===== config.mk =====
export PLATFORM = sky130hd
export DESIGN_NAME = mskaes_128bits_round_ctrl
export DESIGN_NICKNAME = d
export VERILOG_FILES = /design/src/rtl/mskaes_128bits_round_ctrl.sv
export SDC_FILE = /design/constraint.sdc
export NUM_CORES = 1
export LEC_CHECK = 0
export ABC_AREA = 1
export CORE_UTILIZATION = 46
export DETAILED_ROUTE_END_ITERATION = 7
export HOLD_SLACK_MARGIN = 0.12
export PLACE_DENSITY = 0.83
export SLEW_MARGIN = 30
export SYNTH_ARGS = -nofsm -noshare
export SYNTH_HDL_FRONTEND = slang
export SYNTH_SLANG_ARGS = --single-unit

===== constraint.sdc =====
create_clock -name clk -period 2.6 [get_ports clk]
set_input_delay 0.26 -clock clk [delete_from_list [all_inputs] [get_ports clk]]
set_output_delay 0.26 -clock clk [all_outputs]
set_load 0.005 [all_outputs]

===== src/rtl/mskaes_128bits_round_ctrl.sv =====
// Round sequencer for the masked AES-128 datapath: load, 10 rounds of LATENCY
// cycles each, masked RCON generation, PRNG gating and ciphertext handshake.
module mskaes_128bits_round_ctrl #(
  parameter int unsigned d       = 2,
  parameter int unsigned LATENCY = 4
) (
  input  logic           clk,
  input  logic           rst_n,
  input  logic           in_valid,
  output logic           in_ready,
  output logic           load,
  output logic           round_en,
  output logic           last_round,
  output logic [8*d-1:0] sh_RCON,
  output logic           rnd_en,
  output logic [3:0]     round,
  output logic           out_valid,
  input  logic           out_ready,
  output logic           busy
);

  localparam int unsigned CNT_W      = 4;
  localparam int unsigned RND_W      = 4;
  localparam int unsigned NUM_ROUNDS = 10;
  localparam logic [CNT_W-1:0] LAST_CNT  = CNT_W'(LATENCY - 1);
  localparam logic [RND_W-1:0] LAST_RND  = RND_W'(NUM_ROUNDS);
  localparam logic [RND_W-1:0] FIRST_RND = RND_W'(1);

  typedef enum logic [1:0] {
    IDLE = 2'd0,
    RUN  = 2'd1,
    DONE = 2'd2
  } state_e;

  state_e           state_q, state_d;
  logic [CNT_W-1:0] cnt_q, cnt_d;
  logic [RND_W-1:0] round_q, round_d;
  logic [7:0]       rcon;

  // State, cycle-in-round counter and round number
  always_ff @(posedge clk or negedge rst_n) begin
    if (!rst_n) begin
      state_q <= IDLE;
      cnt_q   <= '0;
      round_q <= '0;
    end else begin
      state_q <= state_d;
      cnt_q   <= cnt_d;
      round_q <= round_d;
    end
  end

  // Next state and control decode; all outputs depend on registered state,
  // except load, which qualifies the accepted request in the same cycle.
  always_comb begin
    state_d   = state_q;
    cnt_d     = cnt_q;
    round_d   = round_q;
    in_ready  = 1'b0;
    load      = 1'b0;
    round_en  = 1'b0;
    rnd_en    = 1'b0;
    out_valid = 1'b0;
    busy      = 1'b0;
    unique case (state_q)
      IDLE: begin
        in_ready = 1'b1;
        if (in_valid) begin
          load    = 1'b1;
          state_d = RUN;
          round_d = FIRST_RND;
          cnt_d   = '0;
        end
      end
      RUN: begin
        busy   = 1'b1;
        rnd_en = 1'b1;
        if (cnt_q == LAST_CNT) begin
          round_en = 1'b1;
          cnt_d    = '0;
          if (round_q == LAST_RND) begin
            state_d = DONE;
          end else begin
            round_d = round_q + RND_W'(1);
          end
        end else begin
          cnt_d = cnt_q + CNT_W'(1);
        end
      end
      DONE: begin
        out_valid = 1'b1;
        if (out_ready) begin
          state_d = IDLE;
          round_d = '0;
        end
      end
      default: begin
        state_d = IDLE;
        cnt_d   = '0;
        round_d = '0;
      end
    endcase
  end

  assign last_round = (state_q == RUN) && (round_q == LAST_RND);
  assign round      = round_q;

  // Round constant lookup, held for the whole round
  always_comb begin
    rcon = 8'h00;
    case (round_q)
      4'd1:    rcon = 8'h01;
      4'd2:    rcon = 8'h02;
      4'd3:    rcon = 8'h04;
      4'd4:    rcon = 8'h08;
      4'd5:    rcon = 8'h10;
      4'd6:    rcon = 8'h20;
      4'd7:    rcon = 8'h40;
      4'd8:    rcon = 8'h80;
      4'd9:    rcon = 8'h1B;
      4'd10:   rcon = 8'h36;
      default: rcon = 8'h00;
    endcase
  end

  // Share 0 carries the constant, bit b at index d*b; other shares stay zero
  always_comb begin
    sh_RCON = '0;
    for (int unsigned b = 0; b < 8; b++) begin
      sh_RCON[d*b] = rcon[b];
    end
  end

endmodule


**Run 1: PDN straps and rails**

The bar under the picture is 10 um long. Pins as bars on the die edge. Tap cells in grey.
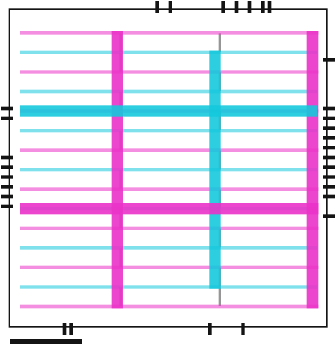
net	colour
VDD	cyan
VSS	magenta
tap cells	16
met4 straps	3
Peak VDD IR: 435.2 uV
die height: 43.98 um
die width: 43.98 um
Core ar.: 1577 um^2

**Run 1: placed cells, one colour a class**

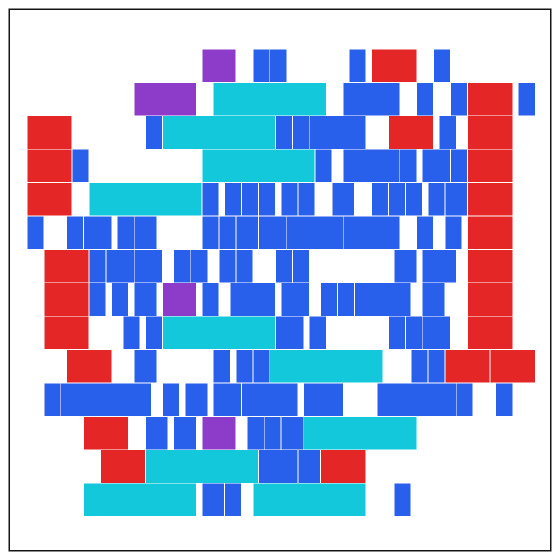
class	colour	cells	share of their area
remaining logic cells	blue	98	51%
remaining buffers and delay cells	red	22	21%
registers	cyan	10	24%
clock drivers and dummy loads	purple	4	3.5%
final instance area: 1046 um^2
flop share of the area: 23.92%

==> Changelog: implementation, run 1 <==
### Changed

- Post-route clock period utilization: 80.88%
- Gr usage total: 19.67%
- Combinational Power: 0.479 mW
- Drt drc: 3
- Status: finished, violations left
- Post-Synth XOR/XNOR Area: 1.080%
- Layout Nets: 146
- Fin worst setup slack: 0.4972 ns
- Setup WS pre-CTS: 0.7639 ns
- R2R Setup Slk: 1.28 ns
- Diode count: 0
- Net Sw Frac: 39.35%
- Startpoint types: flip-flop
- Largest power group: combinational cells
- HPWL Detailed: 1295 um
- Arr. time, crit path: 1.84 ns
- TNS Setup: 0 ns
- Max Root-Sink Buffers: 2
- Total Power: 0.9128 mW
- DR iter-0 viols: 17
- Final Setup Violations: 0
- Final Routed Wirelength: 1581 um
- Worst Path Max Fanout: 6
- Failing checks: design-rule violations
- Cell count after placement: 146
- Critical path class: reg -> out
- CP required: 2.34 ns
- Sw Pwr: 0.3592 mW
- First-pass DRT Iterations: 6
- # rows: 14
- Critical path's top delay family: buffers and inverters
- Mapped Cells: 110
- # resized after CTS: 0
- Logic area: 451.7 um^2
- FILL cells: 145
- Layout cells sized above 1: 11.19%
- Crit-path slowest cell: clkdlybuf4s50_1
- Die area: 1934 um^2
- Met3 Usage GRT: 2.500%
- Synth area leader: dfrtp_1
**Run 1: clock wires, drivers and flops**

The bar under the picture is 10 um long.
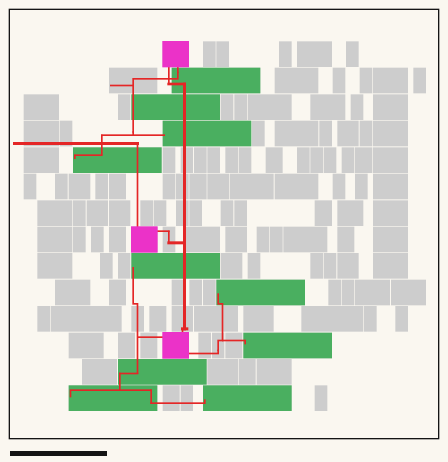
[clock-net drivers] magenta | count: 3
[clock wires] red | length: 135 um
[flip-flops] green | count: 10
routed clock nets	4
Worst Clk Skew: 0.009797 ns
part of the power in the clock network: 15.5%
clock latency on the worst-skew pair: 0.27 ns
clk pwr: 0.142 mW

run 1: through the flow:
step	hold slack, ns	utilization (%)
after global routing	0.3205	66.35
after global placement	0.4928	64.05
after CTS	0.3060	66.35
after floorplan	-0.03559	-
final	0.2930	66.35
after detailed placement	0.5147	64.05
run 1: sequential cells by signal, indices dropped and copies added, names as in the netlist:
name and count:
cnt_q 4, round 4, state_q 2
run 1: final cells by class:
| cell class | count | share of cell area [%] |
|---|---|---|
| well taps | 16 | 1.914 |
| repair buffers | 22 | 21.05 |
| flip-flops and latches | 10 | 23.92 |
| clock buffers | 4 | 3.469 |
| inverters | 18 | 6.459 |
| multi-input cells | 80 | 43.18 |
**Run 1: signal wires by layer**

The bar under the picture is 10 um long. Two of the layers only.
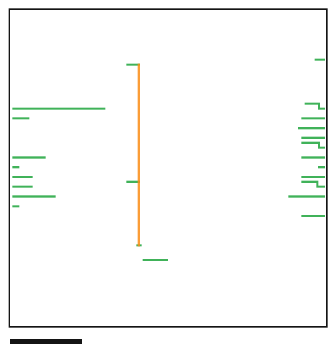

--- run 2 (diff from run 1) ---
- CORE_UTILIZATION: 46 -> 39
- PLACE_DENSITY: 0.83 -> 0.75
- clock period: 2.6 -> 1.87 ns (I/O delays scaled with it)
**Run 2: signal wires by layer**

The bar under the picture is 10 um long. Two of the layers only.
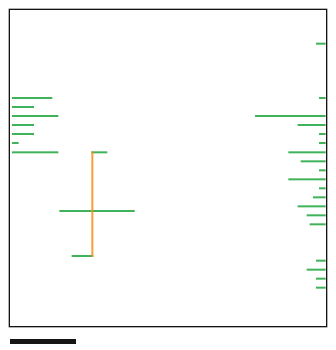
layer	colour	wire length
M3	green	93.8 um
M4	orange	15.6 um
Final Routed Wirelength: 1925 um
wire per inst: 11.06 um
gr usage total: 17.68%

**Run 2: PDN straps and rails**

The bar under the picture is 10 um long. Pins as bars on the die edge. Tap cells in grey.
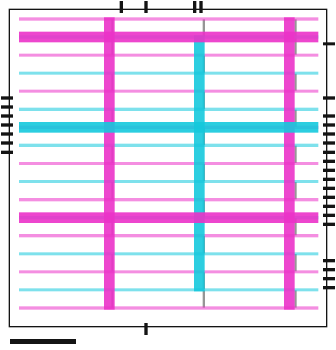
net	colour
VSS	magenta
VDD	cyan
rows	16
signal pins	31
met5 straps	3
met1 rails	17
die width: 47.60 um
Core ar.: 1962 um^2
Peak VDD IR: 774.1 uV
die height: 47.60 um

==> Changelog: implementation, run 2 <==
### Changed

- WL met2: 1018 um
- Die area: 2265 um^2 (+17%)
- Root Buffer: clkbuf_4
- Most common cell in the netlist: nand2_1
- Top cell excl fill/tap: nand2_1
- Tool warnings: 30
- Inserted Clock Buffers: 3
- Clock latency on the worst-skew pair: 0.27 ns (about the same)
- Max cap viols: 0
- Fin. Hold Viols: 0
- Status: finished, final reports clean
- Sequential share of power: 27.5%
- Post-Synth XOR/XNOR Area: 1.080% (unchanged)
- TNS Setup: 0 ns (unchanged)
- FILL cells: 181 (+25%)
- Seq group: 0.390 mW
- Port bufs: 22
- Buf+Inv Stages, Crit Path: 1
- Clock Sinks: 10
- Vias in the first global route: 681
- HPWL Detailed: 1366 um (+5.5%)
- Met3 WL post-DR: 93 um
- Layout Nets: 159 (+8.9%)
- Largest net degree at the start of global routing: 11
- Worst Path Max Fanout: 3 (-3)
- Max Root-Sink Buffers: 2 (unchanged)
- Crit-path slowest cell: clkdlybuf4s50_1
- Logic area: 481.7 um^2 (+6.6%)
- Setup WS pre-CTS: 0.1270 ns (-0.6369 ns)
- CTS tree: yes
- PwrDens: 1190 nW/um^2
- Mapped Cells: 110 (unchanged)
- Mux area share: 0%
- Final Wtd Congestion: 0.7727
- Slowest Stage Delay on Critical Path: 0.51 ns
- Cell count after placement: 158 (+8.2%)
- DP Area: 1031 um^2
- Final slew viol count: 0
- Flop and latch count out of synthesis: 10
- Commonest flop: dfrtp_1
- Combinational Power: 0.835 mW (+74%)
- Complex Gates by Area: 7.716%
- Top cells by instance count after synthesis: nand2_1 (25), inv_1 (15), nor2_1 (11), dfrtp_1 (10), buf_4 (9)
- Cell Type Count: 22
- Diode count: 0 (unchanged)
- Met3 Usage GRT: 2.642% (+0.14 points)
- # resized after CTS: 13 (+13)
- GRT met1 Usage: 19.86%
- Layout cells sized above 1: 24.49% (+13 points)
- Critical path class: reg -> out
- Simple-Gate Area Share: 32.41%
- Startpoint types: flip-flop
- Dominant comb cell: simple AND/OR/NAND/NOR gates
- Worst Clk Skew: 0.004535 ns (-0.005261 ns)
- Part of the power in the clock network: 13.7% (-1.8 points)
- Initial antenna violation count: 0
- Synthesized cell area: 810.8 um^2
- Sw Pwr: 0.5678 mW (+58%)
- Final Setup Violations: 0 (unchanged)
- Post-route clock period utilization: 98.21%
- DR iter-0 viols: 17 (unchanged)
- Hold Buf Count CTS: 0
- Fin worst setup slack: 0.03351 ns (-0.4637 ns)
- WHS: 0.2387 ns (-0.05428 ns)
- Largest power group: combinational cells
- Critical Path Sink Type: output pin
- Total Power: 1.421 mW (+56%)
- FF+latch area: 254.0 um^2
- Critical path's top delay family: buffers and inverters
- Top cells, area: dfrtp_1 (31%), nand2_1 (12%), ha_1 (11%), buf_4 (8.3%), inv_1 (6.9%)
- Worst Hold Class: in -> async
- CP required: 1.68 ns (-0.66 ns)
- Synth area leader: dfrtp_1
- Arr. time, crit path: 1.65 ns (-0.19 ns)
- Vias per cell: 4.632
- Critical path, cell by cell: ha_2, nand2_1, nor2_2, clkdlybuf4s50_1
- Clk pwr: 0.195 mW (+37%)
- First-pass DRT Iterations: 4 (-2)
- Drt drc: 0 (-3)
- Synth warn: 0
- Net Sw Frac: 39.96% (+0.61 points)
**Run 2: placed cells, one colour a class**

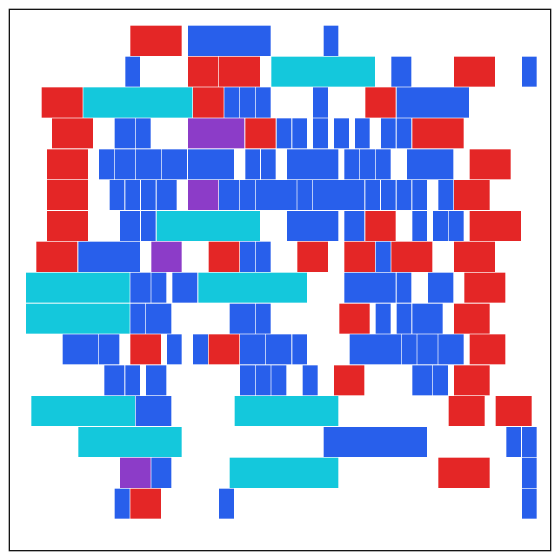
class	colour	cells	share of their area
remaining buffers and delay cells	red	35	28%
clock drivers and dummy loads	purple	4	3.1%
registers	cyan	10	22%
remaining logic cells	blue	98	47%
flop share of the area: 21.28%
final instance area: 1194 um^2
final core occ: 60.84%
# rows: 16

[run 2: area by class of cell]
type	instances	area share, %
clock buffer	4	3.040
inverter	18	5.660
multi-input combinational	80	40.36
sequential	10	21.28
tap	27	2.830
timing repair buffer	35	26.83
[run 2: final timing paths]
path / cells after the start / slack, ns / endpoint / startpoint
setup / recovery: 4 / 0.03 / round_en / cnt_q[1]
max in group asynchronous: 1 / 1.28 / round[2] / rst_n
min in group clk: 3 / 0.54 / state_q[0] / in_valid
setup reg to reg: 4 / 0.48 / cnt_q[1] / state_q[1]
hold / removal: 1 / 0.24 / round[3] / rst_n
hold reg to reg: 2 / 0.57 / cnt_q[3] / cnt_q[3]
**Run 2: clock wires, drivers and flops**

The bar under the picture is 10 um long.
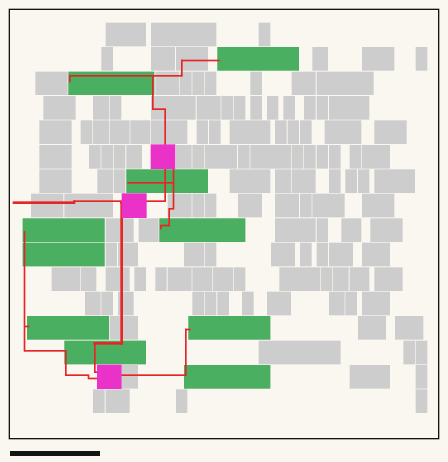

--- run 3 (diff from run 2) ---
- ABC_AREA: 1 -> unset
- ABC_CLOCK_PERIOD_IN_PS: unset -> 1870
- CORE_ASPECT_RATIO: unset -> 1.1
**Run 3: clock wires, drivers and flops**

The bar under the picture is 10 um long.
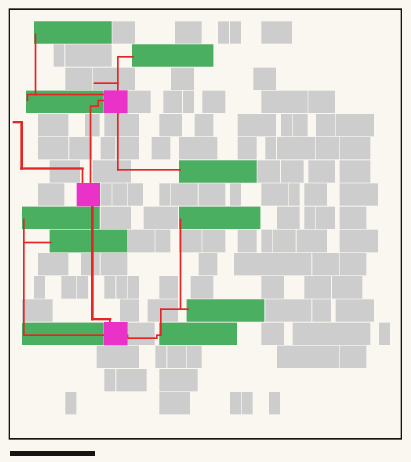
[clock wires] red | length: 142 um
[flip-flops] green | count: 10
[clock-net drivers] magenta | count: 3
routed clock nets	4
clk pwr: 0.198 mW
part of the power in the clock network: 11.5%

**Run 3: clock wiring as the flow saved it**

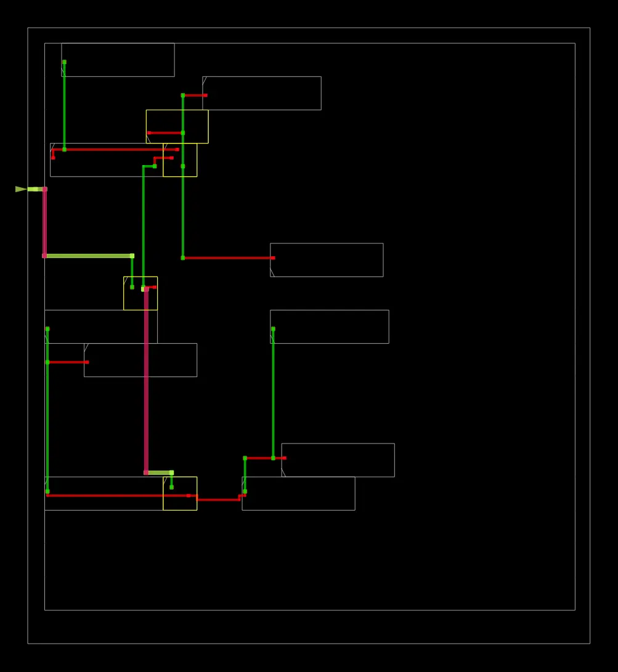
flip-flops: 10
CLK BUF: 4

**Run 3: signal wires by layer**

The bar under the picture is 10 um long. Two of the layers only.
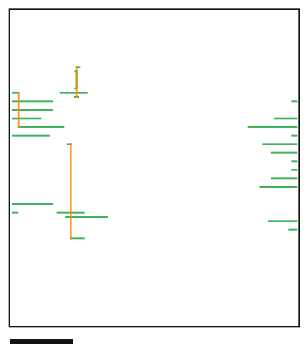
layer	colour	wire length
M4	orange	25.2 um
M3	green	96.3 um
wire per inst: 12.65 um
gr usage total: 19.00%

==> Changelog: implementation, run 3 <==
### Changed

- R2R Setup Slk: 0.34 ns (-0.14 ns)
- FILL cells: 195 (+7.7%)
- Largest power group: combinational cells
- Reg2Reg Capture Point: round[0]
- First-pass DRT Iterations: 4 (unchanged)
- Die height: 50.23 um (+5.5%)
- Dominant comb cell: simple AND/OR/NAND/NOR gates
- Area Growth Syn to Fin: 48.41%
- Met3 Usage GRT: 1.079% (-1.6 points)
- Synth warn: 0 (unchanged)
- Tool warnings: 30 (unchanged)
- WL met2: 1025 um (+0.69%)
- Final slew viol count: 0 (unchanged)
- Logic area: 530.5 um^2 (+10%)
- Non-clock inverter count: 8 (-10)
- DR iter-0 viols: 13 (-4)
- Mux area share: 1.214% (+1.2 points)
- Synthesized cell area: 824.5 um^2 (+1.7%)
- # rows: 17 (+1)
- Worst Clk Skew: 0.001076 ns (-0.003459 ns)
- Sw Pwr: 0.6490 mW (+14%)
- Largest cell class: logic gates
- Vias in the first global route: 707 (+3.8%)
- Peak VDD IR: 772.8 uV (-0.16%)
- FF+latch area: 254.0 um^2 (unchanged)
- Mapped Cells: 92 (-16%)
- TAP cells: 28 (+3.7%)
- # resized after CTS: 15 (+2)
- Slowest Stage Delay on Critical Path: 0.51 ns (about the same)
- Simple-Gate Area Share: 23.67% (-8.7 points)
- Commonest flop: dfrtp_1
- Worst Setup EP: busy
- Diode count: 0 (unchanged)
- Top cells, area: dfrtp_1 (30%), ha_1 (11%), buf_4 (9.1%), inv_1 (3.2%), nor2_1 (3.2%)
- Layout cells sized above 1: 27.78% (+3.3 points)
- Reg-to-Reg Start: round[0]
- Final Routed Wirelength: 1948 um (+1.2%)
- Final clock-cell share: 2.965% (-0.075 points)
- Clock Sinks: 10 (unchanged)
- WHS: 0.2364 ns (-0.002309 ns)
- Final Setup Violations: 0 (unchanged)
- Combinational Power: 1.09 mW (+31%)
- Max cap viols: 0 (unchanged)
- Critical path class: reg -> out
- Port bufs: 22 (unchanged)
- Synth area leader: dfrtp_1
- Hold Buf Count CTS: 0 (unchanged)
- WP depth: 3 (-1)
- Comb/total area: 43.35% (+3.0 points)
- Top cells by instance count after synthesis: buf_4 (10), dfrtp_1 (10), ha_1 (7), inv_1 (7), nor2_1 (7)
- HPWL Detailed: 1464 um (+7.2%)
- Critical Path Sink Type: output pin
- Largest net degree at the start of global routing: 11 (unchanged)
- Status: finished, final reports clean
- Buffers, non-clock: 35 (unchanged)
- Post-route clock period utilization: 94.91% (-3.3 points)
- Fin. Hold Viols: 0 (unchanged)
- CP required: 1.68 ns (about the same)
- Crit path from: state_q[1]
- Max Root-Sink Buffers: 2 (unchanged)
- Combinational Gates: 69 (-14%)
- Drt drc: 0 (unchanged)
- Flop share of the area: 20.76% (-0.52 points)
- Arr. time, crit path: 1.59 ns (-0.06 ns)
- Initial antenna violation count: 0 (unchanged)
- Crit-path slowest cell: clkdlybuf4s50_1
- Buffering overhead: 27.20% (+0.36 points)
- Die width: 45.84 um (-3.7%)
- Sequential share of power: 24.9% (-2.6 points)
- Net Sw Frac: 37.82% (-2.1 points)
- TNS Setup: 0 ns (unchanged)
- Final Wtd Congestion: 0.8066 (+4.4%)
- Post-Synth XOR/XNOR Area: 1.062% (-0.018 points)
- R2R depth: 6 (+2)
- Vias per cell: 5.000 (+7.9%)
- PwrDens: 1402 nW/um^2 (+18%)
- Layout Nets: 138 (-13%)
- Met3 WL post-DR: 96 um (+3.2%)
- Cell Type Count: 38 (+73%)
- Inserted Clock Buffers: 3 (unchanged)
- Die area: 2302 um^2 (+1.6%)
- Root Buffer: clkbuf_4
- Startpoint types: flip-flop
- Seq group: 0.426 mW (+9.2%)
- Complex Gates by Area: 18.66% (+11 points)
- Worst Path Max Fanout: 9 (+6)
==> run 3: cell count changes in the layout (fill, tap and decap cells not counted), sizes merged, moves of 3 or more <==
cell,delta
a21oi,-3
nand2,-25
nand3,-4
a31oi,+3
nor2,-6
nor2b,+3
inv,-10
nor3b,+3
==> run 3: metrics by stage <==
step	worst slack [ns]	utilization, %	cell area [um^2]	cells	total power, mW
CTS	0.00001199	58.39	1167	152	1.658
global route	0.005907	61.20	1224	154	1.874
finish	0.09521	61.20	1224	154	1.716
global placement	0.09514	52.57	1051	141	1.305
floorplan	0.5467	-	850.8	99	0.9227
detailed placement	0.03173	52.57	1051	141	1.340
No activity file was given, so power comes from the tool's default toggle rates.
